Figure 1. M1 wires (run 1).
Scale bar: 20 um.
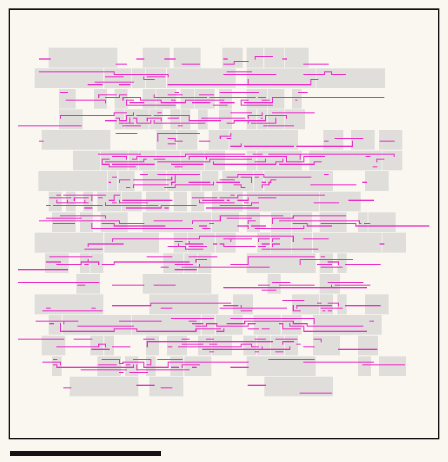
Figure 2. Signal wires on met2 (run 1).
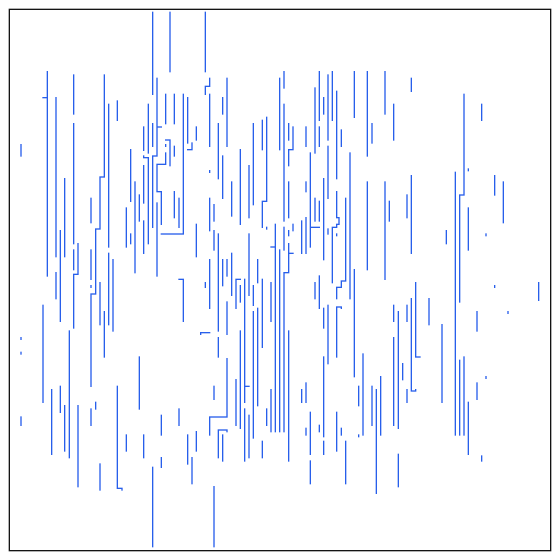
Figure 3. M3 wires (run 1).
Scale bar: 20 um.
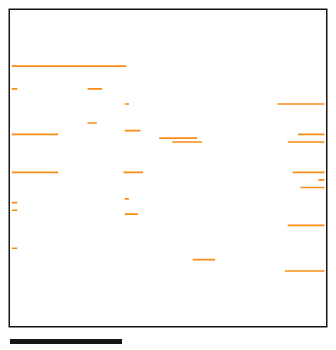
**config.mk**
```make
export PLATFORM = sky130hd
export DESIGN_NAME = mux_scan_collector
export DESIGN_NICKNAME = d
export VERILOG_FILES = /design/src/rtl/mux_scan_pkg.sv /design/src/rtl/mux_settle_timer.sv /design/src/rtl/mux_scan_collector.sv
export SDC_FILE = /design/constraint.sdc
export NUM_CORES = 1
export LEC_CHECK = 0
export CAP_MARGIN = 10
export CORE_MARGIN = 3
export CORE_UTILIZATION = 47
export DETAILED_ROUTE_END_ITERATION = 12
export GPL_ROUTABILITY_DRIVEN = 0
export PLACE_DENSITY_LB_ADDON = 0.2
export RECOVER_POWER = 25
export SYNTH_ARGS = -nofsm -noshare
export SYNTH_HDL_FRONTEND = slang
export SYNTH_HIERARCHICAL = 1
export SYNTH_SLANG_ARGS = --single-unit
```
**constraint.sdc**
```tcl
create_clock -name clk -period 1.71 [get_ports clk]
set_input_delay 0.4275 -clock clk [delete_from_list [all_inputs] [get_ports clk]]
set_output_delay 0.4275 -clock clk [all_outputs]
set_load 0.02 [all_outputs]
```
**src/rtl/mux_scan_pkg.sv**
```systemverilog
// mux_scan_pkg: shared state encoding, default sizing and select-width helper for the mux scan collector.
package mux_scan_pkg;
  localparam int DEF_WIDTH = 8;
  localparam int DEF_SETTLE = 1;
  typedef enum logic [1:0] {S_IDLE, S_SETTLE, S_SAMPLE, S_HOLD} state_e;
  function automatic int sel_width(input int n);
    int w;
    w = 1;
    while ((1 << w) < n) w++;
    return w;
  endfunction
  localparam int DEF_SEL_W = sel_width(DEF_WIDTH);
endpackage

```
**src/rtl/mux_settle_timer.sv**
```systemverilog
// mux_settle_timer: loadable down-counter that flags the last settle cycle before a mux sample.
module mux_settle_timer import mux_scan_pkg::*; #(
  parameter int SETTLE = DEF_SETTLE,
  localparam int CW = sel_width(SETTLE + 1)
) (
  input  logic clk,
  input  logic rst_n,
  input  logic clr_i,
  input  logic load_i,
  input  logic dec_i,
  output logic expired_o
);
  logic [CW-1:0] cnt_q;
  always_ff @(posedge clk or negedge rst_n) begin
    if (!rst_n) cnt_q <= '0;
    else if (clr_i) cnt_q <= '0;
    else if (load_i) cnt_q <= CW'(SETTLE);
    else if (dec_i && cnt_q != '0) cnt_q <= cnt_q - 1'b1;
  end
  assign expired_o = cnt_q == CW'(1);
endmodule

```
**src/rtl/mux_scan_collector.sv**
```systemverilog
// mux_scan_collector: steps an 8:1 mux select through every channel and packs the settled samples into a handshaked word.
module mux_scan_collector import mux_scan_pkg::*; #(
  parameter int WIDTH = DEF_WIDTH,
  parameter int SEL_W = sel_width(WIDTH),
  parameter int SETTLE = DEF_SETTLE
) (
  input  logic             clk,
  input  logic             rst_n,
  input  logic             start,
  input  logic             continuous,
  input  logic             abort,
  output logic [SEL_W-1:0] sel,
  input  logic             y_in,
  output logic [WIDTH-1:0] data_out,
  output logic             valid_out,
  input  logic             ready_in,
  output logic             busy
);
  state_e state_q, entry_st;
  logic [SEL_W-1:0] sel_q;
  logic [WIDTH-1:0] acc_q, acc_d, data_q;
  logic valid_q, hs, last, kill, enter, expired;
  assign kill = abort && state_q != S_IDLE;
  assign hs = valid_q && ready_in;
  assign last = sel_q == SEL_W'(WIDTH - 1);
  assign entry_st = (SETTLE == 0) ? S_SAMPLE : S_SETTLE;
  // Every path that (re)starts a channel: fresh scan, next channel, or continuous restart.
  assign enter = !abort && ((state_q == S_IDLE && start) ||
                            (state_q == S_SAMPLE && !last) ||
                            (state_q == S_HOLD && hs && continuous));
  always_comb begin
    acc_d = acc_q;
    acc_d[sel_q] = y_in;
  end
  generate
    if (SETTLE > 0) begin : g_timer
      mux_settle_timer #(.SETTLE(SETTLE)) u_timer (
        .clk      (clk),
        .rst_n    (rst_n),
        .clr_i    (kill),
        .load_i   (enter),
        .dec_i    (state_q == S_SETTLE),
        .expired_o(expired)
      );
    end else begin : g_no_timer
      assign expired = 1'b1;
    end
  endgenerate
  always_ff @(posedge clk or negedge rst_n) begin
    if (!rst_n) begin
      state_q <= S_IDLE;
      sel_q <= '0;
      acc_q <= '0;
      data_q <= '0;
      valid_q <= 1'b0;
    end else if (kill) begin
      state_q <= S_IDLE;
      sel_q <= '0;
      acc_q <= '0;
      valid_q <= 1'b0;
    end else begin
      case (state_q)
        S_SETTLE: if (expired) state_q <= S_SAMPLE;
        S_SAMPLE: begin
          acc_q <= acc_d;
          if (last) begin
            data_q <= acc_d;
            valid_q <= 1'b1;
            state_q <= S_HOLD;
          end
        end
        S_HOLD: if (hs) begin
          valid_q <= 1'b0;
          if (!continuous) state_q <= S_IDLE;
        end
        default: ;
      endcase
      if (enter) begin
        sel_q <= (state_q == S_SAMPLE) ? sel_q + 1'b1 : '0;
        state_q <= entry_st;
      end
    end
  end
  assign sel = sel_q;
  assign data_out = data_q;
  assign valid_out = valid_q;
  assign busy = state_q != S_IDLE;
endmodule
```
==> summary.txt, run 1 <==
Status on the layout run. The flow ran to the end, and the final reports show no timing, DRC or antenna violations. Number of setup buffers added after CTS landed at 0. Ranked by total cell area, the synthesized netlist is headed by dfrtp_1 (48%), mux2i_1 (6.6%), a21oi_1 (4.6%). During tapcell insertion the tool placed 28 well taps. The endpoint identified for the worst register-to-register timing path is sel[1]. The slowest stage of the critical path belongs to the cell dfrtp_2. The first routing iteration left 21 violations. Setup violation total in the final timing report landed at 0.

Looking at the gate-level netlist, the highest instance count belongs to dfrtp_1. Hold slack landed at 529 ps. In this run the number of H-tree levels came out at 1. In the final layout, the multi-input gates occupy 552 um^2. Layout inverter count without the clock tree landed at 7. By count the netlist is led by dfrtp_1 (23), a21oi_1 (11), nor2_1 (11), o21ai_0 (10), mux2i_1 (8).

Counting I/O delays and the setup requirement, the final critical path takes 1680 ps. The worst hold path begins at data_out[4]. Post-detailed-route count of antenna-violating nets landed at 0. Cell row count landed at 17.

The vertical die dimension reported for this design is approximately 57 um. The fraction of final cell area spent on non-clock buffers in this run is 0.206. Wire length of the first global-routing pass landed at 4.58 mm.

Post-route DRC violation count landed at 0. Per the synthesis report, the simple-gate share of the synthesized area is 0.158. The max-slew check reports its worst relative slack as 0.622. Total leakage power landed at 0.000794 uW.

The worst setup path is captured at an output pin. Per the CTS log, the root buffer master is clkbuf_4. The area taken by sequential standard cells is reported as 578 um^2. Number of buffers inserted by port buffering landed at 19. Chip width landed at between 50 and 60 um. Total number of cells along the worst setup path landed at 2. Total global routing track utilization landed at 0.178. According to the timing report, the critical path is launched from sel[0]. Length in cells of the worst reg-to-reg path landed at 5. Ratio of final minimum period to clock period landed at 0.983. The via count of the first global-routing pass is 977. Number of max-slew violations in the final report landed at 0. Walking the worst path, the cells encountered are buf_4, dlygate4sd2_1. Area fraction in xor and xnor cells landed at 0.

The gate-level netlist out of Yosys references 34 unique cell types. Number of synthesized register bits landed at 23. 20 I/O pins were placed.

Worst-margin pin slew landed at 568 ps. By instance count after routing, the leading logic cell types are dfrtp_1 (21), buf_4 (15), a21oi_1 (11), dlygate4sd2_1 (11). Multi-input combinational cells in the finished layout were counted as 81.

After the last flow step, the layout net total stands at around 160. The fraction of cell area in multi-input combinational cells is reported as 0.360. Count of warnings emitted by yosys landed at 6. Count of cells along the worst hold path landed at 2. Maximum number of pins on one net before global-route repair landed at 24. Across the run, the number of max-cap violations was 0. Insertion delay to the later sink of the worst-skew pair landed at 320 ps. Worst stage delay on the critical path landed at 430 ps. Wire length per cell landed at 14.5 um. CTS reports a maximum clock tree buffer depth of 2. VDD sags by at most about 500 uV. The biggest area contributor in the post-synthesis netlist is dfrtp_1. Setup repair after global routing left no endpoint under its margin. Per the summary, power density relative to cell area is 686 mW/mm^2. Number of hold violations in the final report landed at 0. Signal arrival time at the worst endpoint landed at 1250 ps. Post-CTS repair ended up resizing 13 cells.

On the critical path the largest part of the delay comes from buffers and inverters. Counting only logic cells after layout, the most numerous master is dfrtp_1. The layout has 4 clock buffers. Proportion of cell area occupied by registers landed at 0.377. The area fraction of the largest cell type after synthesis is 0.478. The tool warning count for the run is 26. The cell-mix breakdown from Yosys lists the compound-gate area share as 0.198.

OpenSTA lists the critical path endpoint as sel[0]. The critical path is of the reg2out type. For this run, asynchronously set or reset flops after synthesis account for 1.00. Fraction of the yosys area taken by sequential cells landed at 0.478. STA reports the tightest min-delay check as being of type reg2reg.

Minimum setup slack among reg-to-reg paths landed at 60 ps. The most used flip-flop cell after synthesis is dfrtp_1. The total overflow left after global routing is 0. Minimum setup slack after placement landed at -136 ps. Number of enable flip-flop cells landed at 0.
Back to the opening pictures, Figure 1:
main direction: horizontal
longest straight run: 18.9 um
nets with wire on the layer: 147
post-detailed-routing wire length: 2.59 mm
detailed-route via count: 1018
met1 routing resource usage after global routing: 0.254

Back to the opening pictures, Figure 2:
share of all routed wire: 45%
wire length on this layer: 1170 um
nets with wire on the layer: 132
main direction: vertical
met2 Usage GRT: 0.279

Back to the opening pictures, Figure 3:
main direction: horizontal
nets with wire on the layer: 22
longest straight run: 20.2 um
wire length on this layer: 109 um

-- run 1: per-layer routing --
layer / up-vias / global-route usage / wire (um)
met4: 0 / 0.0508 / 21
met1: 492 / 0.254 / 1290
met5: - / 0 / 0
met2: 30 / 0.279 / 1170
li1: 491 / - / -
met3: 5 / 0.0276 / 108
-- run 1: per-stage QoR --
stage	util	instances	area [um^2]	setup TNS [ps]	total power, uW
final	0.662	179	1530	0	1050
after global routing	0.662	179	1530	0	1100
after CTS	0.658	178	1530	0	1060
after detailed placement	0.652	174	1510	-1030	805
after global placement	0.652	174	1510	-506	794
after floorplan	-	121	1220	0	716
-- run 1: report_power, final --
part           internal (uW)  switching (uW)  total (uW)
registers                568            15.0         583
clock network           91.3             171         262
logic                   96.7             112         208
total                    756             297        1050
## Run 2: what changed since run 1
--- a/config.mk
+++ b/config.mk
@@ -8,6 +8,7 @@
 export CAP_MARGIN = 10
 export CORE_MARGIN = 3
 export CORE_UTILIZATION = 47
+export CTS_BUF_LIST = sky130_fd_sc_hd__clkbuf_16
 export DETAILED_ROUTE_END_ITERATION = 12
 export GPL_ROUTABILITY_DRIVEN = 0
 export PLACE_DENSITY_LB_ADDON = 0.2
Figure 4. Drive-strength map (run 2).
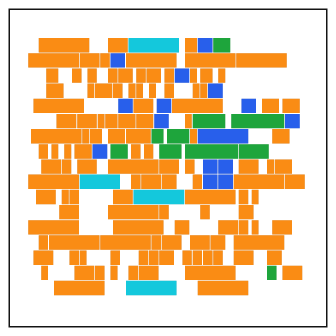
| size | colour | cells | share |
|---|---|---|---|
| x1 and smaller | orange | 121 | 81% |
| x3 and x4 | blue | 15 | 10% |
| x6 and larger | cyan | 4 | 2.7% |
| x2 | green | 10 | 6.7% |
cell area after layout: 0.00158 mm^2
signed area change from the synthesized netlist to the final layout: 31.3%
final worst setup slack: 54.8 ps
Buffers, non-clock: 35

Figure 5. M3 wires (run 2).
Scale bar: 20 um.
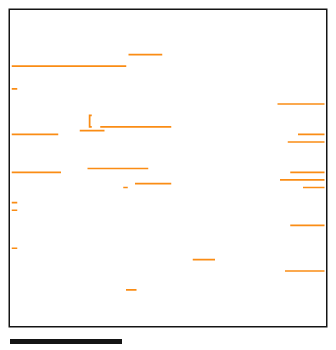
main direction: horizontal
nets with wire on the layer: 21
share of all routed wire: 5.1%

==> summary.txt, run 2 <==
Status on the layout run. The flow ran to the end, and the final reports show no timing, DRC or antenna violations. Sequential group share of total power landed at 0.449 (-0.104). The fraction of synthesized cell area taken by the top area cell type is 0.478 (unchanged). The slowest stage of the critical path is the clkdlybuf4s50_1 cell. Sequential standard cell area landed at 578 um^2 (unchanged).

The number of buffers on the longest clock path was 2 (unchanged). Area share of buffers outside the clock network landed at 0.199 (-0.00779). The hold slack is 518 ps (-10.7 ps). The setup violation total in the final timing report is 0 (unchanged). The met1 layer wirelength in the final routing is 1.26 mm (-1.8%). Setup repair after global routing left no endpoint under its margin.

Power in the clock group landed at 510 uW (+95%). Of all power groups, the one with the highest power is sequential cells. The total of max-cap violations came to 0 (unchanged). The synthesis report names the predominant flop master as dfrtp_1. The cell row count came to 17 (unchanged). In this run the clock root is driven by a clkbuf_16. The number of synthesized register bits was 23 (unchanged). Final-layout clock buffer total landed at 3 (-1). Looking at the setup timing report, the critical path kind is reg2out.

Total global routing track utilization landed at 0.192 (+0.0140). Boundary pin count landed at 20 (unchanged). Total number of multi-input combinational cells landed at 81 (unchanged). Switching share of total power landed at 0.249 (-0.0331). Count of warnings emitted by yosys landed at 6 (unchanged). Met2 wire length landed at 1.20 mm (+2.1%). Wire length of the first global-routing pass landed at 4.77 mm (+4.1%). The combinational cell power is 205 uW (about the same). The detailed router's first-iteration violation count is 34 (+62%). Worst-case headroom to the max-slew limit landed at 0.625 (+0.00301). Sorting the synthesis cell report by count puts at the top dfrtp_1. The chip width is 56.6 um (unchanged). Worst stage delay on the critical path landed at 610 ps (+180 ps).

The worst-margin pin slew was 563 ps (-4.52 ps). In this run the most used layer during global routing was met2. The area fraction in xor and xnor cells came to 0 (unchanged).

The worst ir drop on vdd was 626 uV (+23%). The AND-OR/OR-AND share of the synthesized area was 0.198 (unchanged). The number of buffers inserted by port buffering is 19 (unchanged).

Combinational gate area landed at 549 um^2 (-0.45%). Total congestion overflow after global routing landed at 0 (unchanged). Wire length per cell landed at 14.9 um (+3.4%).

Post-route DRC violation count landed at 0 (unchanged). Power in sequential cells landed at 583 uW (about the same). The signal arrival time at the worst endpoint was 1230 ps (-20 ps). Post-detailed-route count of antenna-violating nets landed at 0 (unchanged). The simple logic cell fraction of the synthesized area came to 0.158 (unchanged).

The number of max-slew violations in the final report is 0 (unchanged). Maximum number of pins on one net before global-route repair landed at 24 (unchanged). The power density of the placed cells is 821 mW/mm^2 (+20%). Combinational share of power landed at 0.158 (-0.040). The count of different cell masters after synthesis was 34 (unchanged).

The path class of the tightest hold or removal check is reg2reg. The accumulated negative setup slack came to 0 ps (unchanged). Post-route total power landed at 1300 uW (+23%). The proportion of register bits with asynchronous set or reset after synthesis was 1.00 (unchanged). Counting only logic cells after layout, the most numerous master is dfrtp_1. Layout inverter count without the clock tree landed at 7 (unchanged). The number of setup buffers added after CTS was 0 (unchanged). Internal power contribution landed at 975 uW (+29%). Total met3 wirelength after detailed routing landed at 135 um (+25%). Total leakage power landed at 0.000764 uW (-3.7%). The met2 track demand over resource in global routing came to 0.285 (+0.00660). The ratio of final minimum period to clock period came to 0.968 (-0.0147). Walking the worst path, the cells encountered are clkdlybuf4s50_1.

The logic share of the area came to 0.347 (-0.0124). Met3 demand-to-capacity share in global routing landed at 0.0345 (+0.00690). Total number of warnings across the stage logs landed at 26 (unchanged). The final critical path time including I/O delays and setup was 1660 ps (-25.1 ps). The library cells used most frequently in the layout, excluding fill and tap cells, are dfrtp_1 (21), buf_4 (14), clkdlybuf4s50_1 (13). The insertion delay to the later sink of the worst-skew pair came to 260 ps (-60 ps). The final-stage net count came to 160 (-0.62%). The commonest cells after synthesis are dfrtp_1 (23), a21oi_1 (11), nor2_1 (11), o21ai_0 (10), mux2i_1 (8).
==> run 2: cell counts after synthesis <==
Identical to the previous run, type by type.
==> run 2: what timing repair did <==
item / CTS / global route
setup endpoints to repair: 5 / 0
hold endpoints to repair: 0 / 0
gates resized: 5 / 0
==> run 2: final timing paths <==
check	startpoint	endpoint	slack [ps]	depth (start not counted)
max in group asynchronous	rst_n	sel[0]	620	2
hold reg to reg	data_out[4]	data_out[4]	520	2
min in group asynchronous	rst_n	acc_q[3]	690	2
setup reg to reg	sel[0]	sel[1]	70	5
setup / recovery	data_out[7]	data_out[7]	50	1
hold / removal	data_out[4]	data_out[4]	520	2
==> run 2: per-stage QoR <==
step | cells | util
after floorplan | 121 | -
after global placement | 174 | 0.652
after detailed placement | 174 | 0.652
after CTS | 178 | 0.683
after global routing | 178 | 0.682
final | 178 | 0.682
## Run 3: what changed since run 2
--- a/config.mk
+++ b/config.mk
@@ -11,6 +11,7 @@
 export CTS_BUF_LIST = sky130_fd_sc_hd__clkbuf_16
 export DETAILED_ROUTE_END_ITERATION = 12
 export GPL_ROUTABILITY_DRIVEN = 0
+export GPL_TIMING_DRIVEN = 0
 export PLACE_DENSITY_LB_ADDON = 0.2
 export RECOVER_POWER = 25
 export SYNTH_ARGS = -nofsm -noshare
Figure 6. Clock wiring as the flow saved it (run 3).
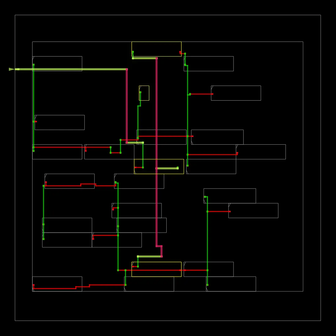
clock buffer count from CTS: 3
clk ins delay skew pair: 260 ps
clock tree skew after final layout: 1.62 ps

Figure 7. M1 wires (run 3).
Scale bar: 20 um.
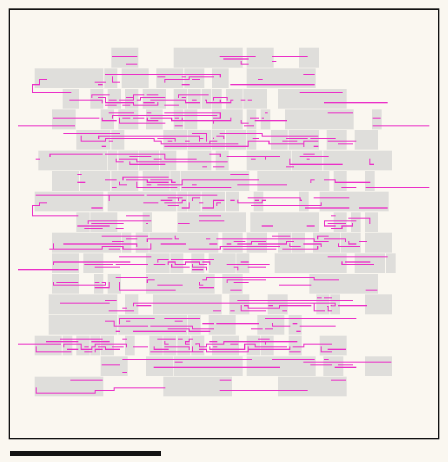
wire length on this layer: 1230 um
main direction: horizontal

==> summary.txt, run 3 <==
Status on the layout run. Setup repair after global routing left no endpoint under its margin. Setup violation total in the final timing report landed at 0 (unchanged). Maximum number of pins on one net before global-route repair landed at 24 (unchanged). Detailed router's first-iteration violation count landed at 23 (-32%). The flow ran to the end, and the final reports show no timing, DRC or antenna violations. Per the GRT log, the top usage layer is met2. Worst ir drop on vdd landed at 672 uV (+7.3%). Proportion of register bits with asynchronous set or reset after synthesis landed at 1.00 (unchanged). The total number of multi-input combinational cells was 81 (unchanged).

The post-route DRC violation count was 0 (unchanged). The total leakage power was 0.000727 uW (-4.8%). The accumulated negative setup slack is 0 ps (unchanged). The most common logic cell in the final layout is dfrtp_1. Met3 demand-to-capacity share in global routing landed at 0.0368 (+0.00230).

Number of non-clock buffers in the layout landed at 31 (-11%). The met2 wire length was 1.23 mm (+2.5%). The layout inverter count without the clock tree was 7 (unchanged). The post-route total power was 1300 uW (about the same). Walking the worst path, the cells encountered are clkdlybuf4s50_1. The boundary pin count was 20 (unchanged). Met1 layer wirelength in the final routing landed at 1.23 mm (-2.4%). Met2 track demand over resource in global routing landed at 0.272 (-0.0132). Logic share of the area landed at 0.368 (+0.0207). Looking at the clock tree report, the root buffer type is clkbuf_16.

Number of buffers inserted by port buffering landed at 18 (-1). The hold slack came to 518 ps (-0.324 ps). Combinational gate area landed at 567 um^2 (+3.2%). The worst setup path is of the reg2out kind. The worst stage delay on the critical path came to 610 ps (about the same).

Note that the worst hold path type here is reg2reg. Number of setup buffers added after CTS landed at 2 (+2). Final-stage net count landed at 156 (-2.5%). Worst-case headroom to the max-slew limit landed at 0.313 (-0.312). Slack of the critical path landed at 56.7 ps (+1.93 ps). The ratio of final minimum period to clock period is 0.967 (-0.00113). Counting instances in the post-synthesis netlist gives the leading cell types as dfrtp_1 (23), a21oi_1 (11), nor2_1 (11), o21ai_0 (10), mux2i_1 (8). Looking at the gate-level netlist, the highest instance count belongs to dfrtp_1.

The placed cell count is 167 (-4.0%). Post-synth the commonest register cell is dfrtp_1.
run 3: cells by family after synthesis:
group                    share of synthesized area
AND-OR/OR-AND                                0.198
adder cells (fa/ha/maj)                     0.0208
buffers and inverters                       0.0789
flip-flops                                   0.478
multiplexers                                0.0665
AND/OR/NAND/NOR                              0.158
run 3: worst paths after layout:
path,startpoint,end,cells past startpoint
setup / recovery,data_out[7],data_out[7],1
hold / removal,acc_q[3],acc_q[3],2
setup reg to reg,sel[1],sel[2],5
hold reg to reg,acc_q[3],acc_q[3],2
max in group asynchronous,rst_n,sel[0],1
min in group asynchronous,rst_n,acc_q[6],1
run 3: where the power goes:
group | leakage (uW) | internal, uW | switching, uW
Sequential | 0.000313 | 569 | 16.5
Clock | 0.0000409 | 315 | 193
Combinational | 0.000374 | 86.3 | 118
Power and IR drop assume default switching activity.
